==> config.mk <==
export PLATFORM = sky130hd
export DESIGN_NAME = wb_writeback_stage
export DESIGN_NICKNAME = d
export VERILOG_FILES = /design/src/rtl/wb_writeback_stage.sv
export SDC_FILE = /design/constraint.sdc
export NUM_CORES = 1
export LEC_CHECK = 0
export CAP_MARGIN = 5
export CORE_MARGIN = 4
export CORE_UTILIZATION = 48
export CTS_CLUSTER_DIAMETER = 120
export DETAILED_ROUTE_END_ITERATION = 10
export GPL_ROUTABILITY_DRIVEN = 0
export PLACE_DENSITY = 0.81
export SLEW_MARGIN = 20
export SYNTH_ARGS = -nofsm -noshare
export SYNTH_HDL_FRONTEND = slang
export SYNTH_SLANG_ARGS = --single-unit
export TNS_END_PERCENT = 1
==> constraint.sdc <==
create_clock -name clk -period 2.68 [get_ports clk]
set_clock_uncertainty 0.2 [all_clocks]
set_input_delay 0.268 -clock clk [delete_from_list [all_inputs] [get_ports clk]]
set_output_delay 0.268 -clock clk [all_outputs]
set_load 0.02 [all_outputs]
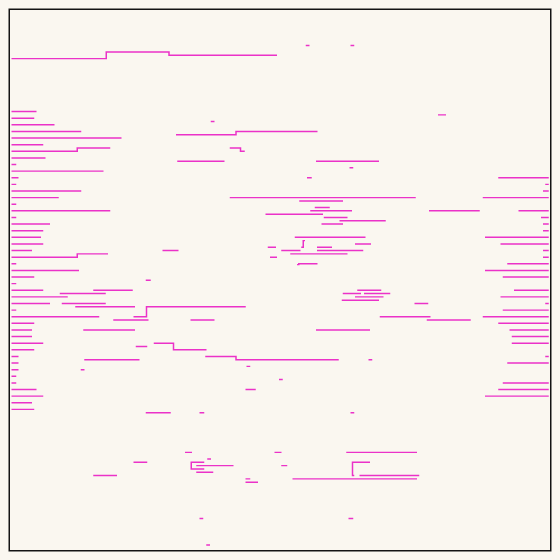
(images/met3.png)
nets with wire on the layer: 123
share of all routed wire: 6.8%
longest straight run: 38.0 µm
wire length on this layer: 1080 µm
GR Util met3: 6.60%
DR vias: 5300

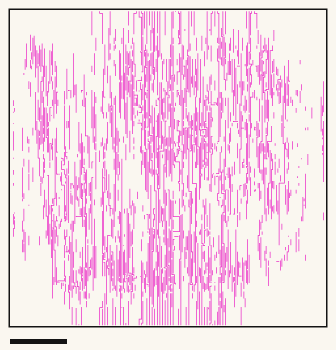
(images/met2.png)
Bar = 20 µm.
longest straight run: 43.5 µm
wire length on this layer: 7600 µm
main direction: vertical
share of all routed wire: 48%
met2 Use GR: 41.4%
WL final: 15800 µm

==> results.yml <==
# implementation run metrics
clock_tree:
  clkTransAtPathRegs_ps: 110
  cts_sinks: 108
  cts_buffer_depth: 2
  insertion_delay_ps: 370
  cts_setup_buffers: 0
  cts_buffers: 9
  cts-hold-fix-buffers: 0
  cts_root_buffer: "clkbuf_8"
  h-tree-depth: 3
  cts_tree: "yes"
timing:
  setup-violations-final: 0
  grt_setup_unrepaired: "true"
  fin_ws_ps: 41.4
  final-max-slew-violation-count: 0
  hold_viol_final: 0
  min_period_over_period_pct: 98.5
  relSlewSlack_pct: 70.1
  min_period_ps: 2640
  whs_ps: 130
  max_freq_mhz: 379
  tightest_slew_ps: 449
setup_path:
  path_cells: "inv_1 > ha_4 > buf_12 > and3b_1 > a221oi_1 > o21ai_0 > clkdlybuf4s15_1"
  cpPeakStageDelay_ps: 340
  rrSetupSlack_ps: 1350
  cp.arrival_ps: 2170
  critPathTopFamily: "buffers and inverters"
  critPathRequiredTime_ps: 2210
  end_kind: "output pin"
  worstSetupStartpointType: "flip-flop"
  cp_slowest_cell: "dfxtp_1"
  worstSetupPathType: "flip-flop to output pin"
  crit_cells: 7
  cp_num_buf_inv: 3
  crit_path_max_fanout: 35
  reg2reg_depth: 3
logic_synthesis:
  async_flop_share_pct: 0
  ff_type: "dfxtp_1"
  top_cells_by_count: "nand2_1 (227), a21oi_1 (115), dfxtp_1 (108)"
  ys_ff: 108
  top_cell_area_share_pct: 42.5
  top_cell: "nand2_1"
  synth_area_um2: 5090
  ys_seq_share_pct: 42.5
  topCellsByArea: "dfxtp_1 (42%), nand2_1 (17%), a21oi_1 (11%)"
  synth_nets: 792
  yosys_area_um2: 5090
  edf_count: 0
  synth_cell_type_count: 37
  yosysTopAreaCell: "dfxtp_1"
  syn_area_per_cell_um2: 7.51
  yosysCellCount: 678
  ys_warn_count: 0
  synthCells: 678
placed_design:
  place_area_um2: 6750
  dp_hpwl_um: 11500
  numPortBuffers: 150
  pre_cts_slack_ps: -120
grt:
  grt_pass1_vias: 5098
  grt_usage_pct: 24.8
  gr-total-overflow: 0
  antenna_found_initial: 1
  grt_start_max_net_pins: 74
  grt_pass1_wl_um: 25300
floorplanning:
  die-height_um: 111
  rows: 37
  io_pins: 151
  dieArea_um2: 12300
  fp-utilization_pct: 49.3
  coreArea_um2: 10300
  die-width_um: 111
job:
  maxCapViolCount: 0
  log.warning_count: 30
route:
  drc: 0
  wl_per_cell_um: 16.8
  firstDrtPassIters: 5
  detail-route-antenna-nets: 0
  drtIter0Drc: 372
  via_per_inst: 5.64
layout:
  mostFrequentLayoutCell: "nand2_1"
  nets: 912
  n_antenna_cell: 0
  final_cell_mix: "nand2_1 (227), clkdlybuf4s50_1 (117), a21oi_1 (112), dfxtp_1 (106), o21ai_0 (27)"
  fin_util_pct: 67.3
  fin_area_um2: 6940
  largest_reg_flops: 100
  drive_gt1_share_pct: 10.5
  area_growth_pct: 36.4
  fillCellCount: 885
min_path:
  hold_class: "input port to flip-flop"
  worstHoldPathCells: 2
pwr:
  ir_drop_uv: 303
  p_per_area_nw_per_um2: 490
  power.static_leakage_nw: 2.67
status:
  status: "finished, final reports clean"
## report_power, final
part           switching [mW]  total [mW]  internal [mW]
Combinational           0.306       0.626          0.320
Clock                   0.590        1.04          0.446
Sequential             0.0596        1.74           1.68
## final cells by class
type	instances	area, µm²	share of cell area, %
Multi-Input combinational cell	504	2720	39.2
Clock inverter	7	80.1	1.15
Clock buffer	9	124	1.78
Inverter	3	11.3	0.162
Sequential cell	108	2160	31.2
Tap cell	136	170	2.45
Timing Repair Buffer	172	1670	24.1
## worst reg2reg max path, delay by kind of cell, from the launching register on
| kind | cells | cell delay (ps) |
|---|---|---|
| AND-OR/OR-AND | 1 | 140 |
| buffers and inverters | 1 | 270 |
| flip-flops | 1 | 580 |
| AND/OR/NAND/NOR | 1 | 90 |
## per-stage QoR
step	setup TNS [ps]	total power, mW	cells
3_5_place_dp	-1270	2.40	923
4_1_cts	-5.44	3.40	939
2_1_floorplan	0	2.07	678
5_1_grt	-654	3.53	939
6_report	0	3.40	939
3_3_place_gp	-2.97	2.39	923
## timing repair
action,CTS,global route
hold endpoints to repair,0,0
pin swaps,0,0
endpoints found under the setup margin,32,29
gates resized,45,62
## logic make-up (layout without fill, tap and decap cells)
family                     Yosys count  in the layout  share of synthesized area, %
and+or+nand+nor                    295            295                          25.9
AOI/OAI and AO/OA                  199            199                          23.2
DFF                                108            108                          42.5
buffers and inverters               66            191                          5.70
muxes                                8              8                          2.21
adders and majority gates            2              2                         0.492
## metal layers
metal | up-vias | part of all wire (%) | track usage, % | routed length (µm)
li1 | 2561 | - | - | -
met1 | 2500 | 42 | 31.0 | 6710
met2 | 198 | 48 | 41.4 | 7600
met3 | 39 | 6.8 | 6.60 | 1080
met4 | 2 | 2.6 | 8.13 | 406
met5 | - | 0.13 | 0 | 20
Power and IR drop assume default switching activity.
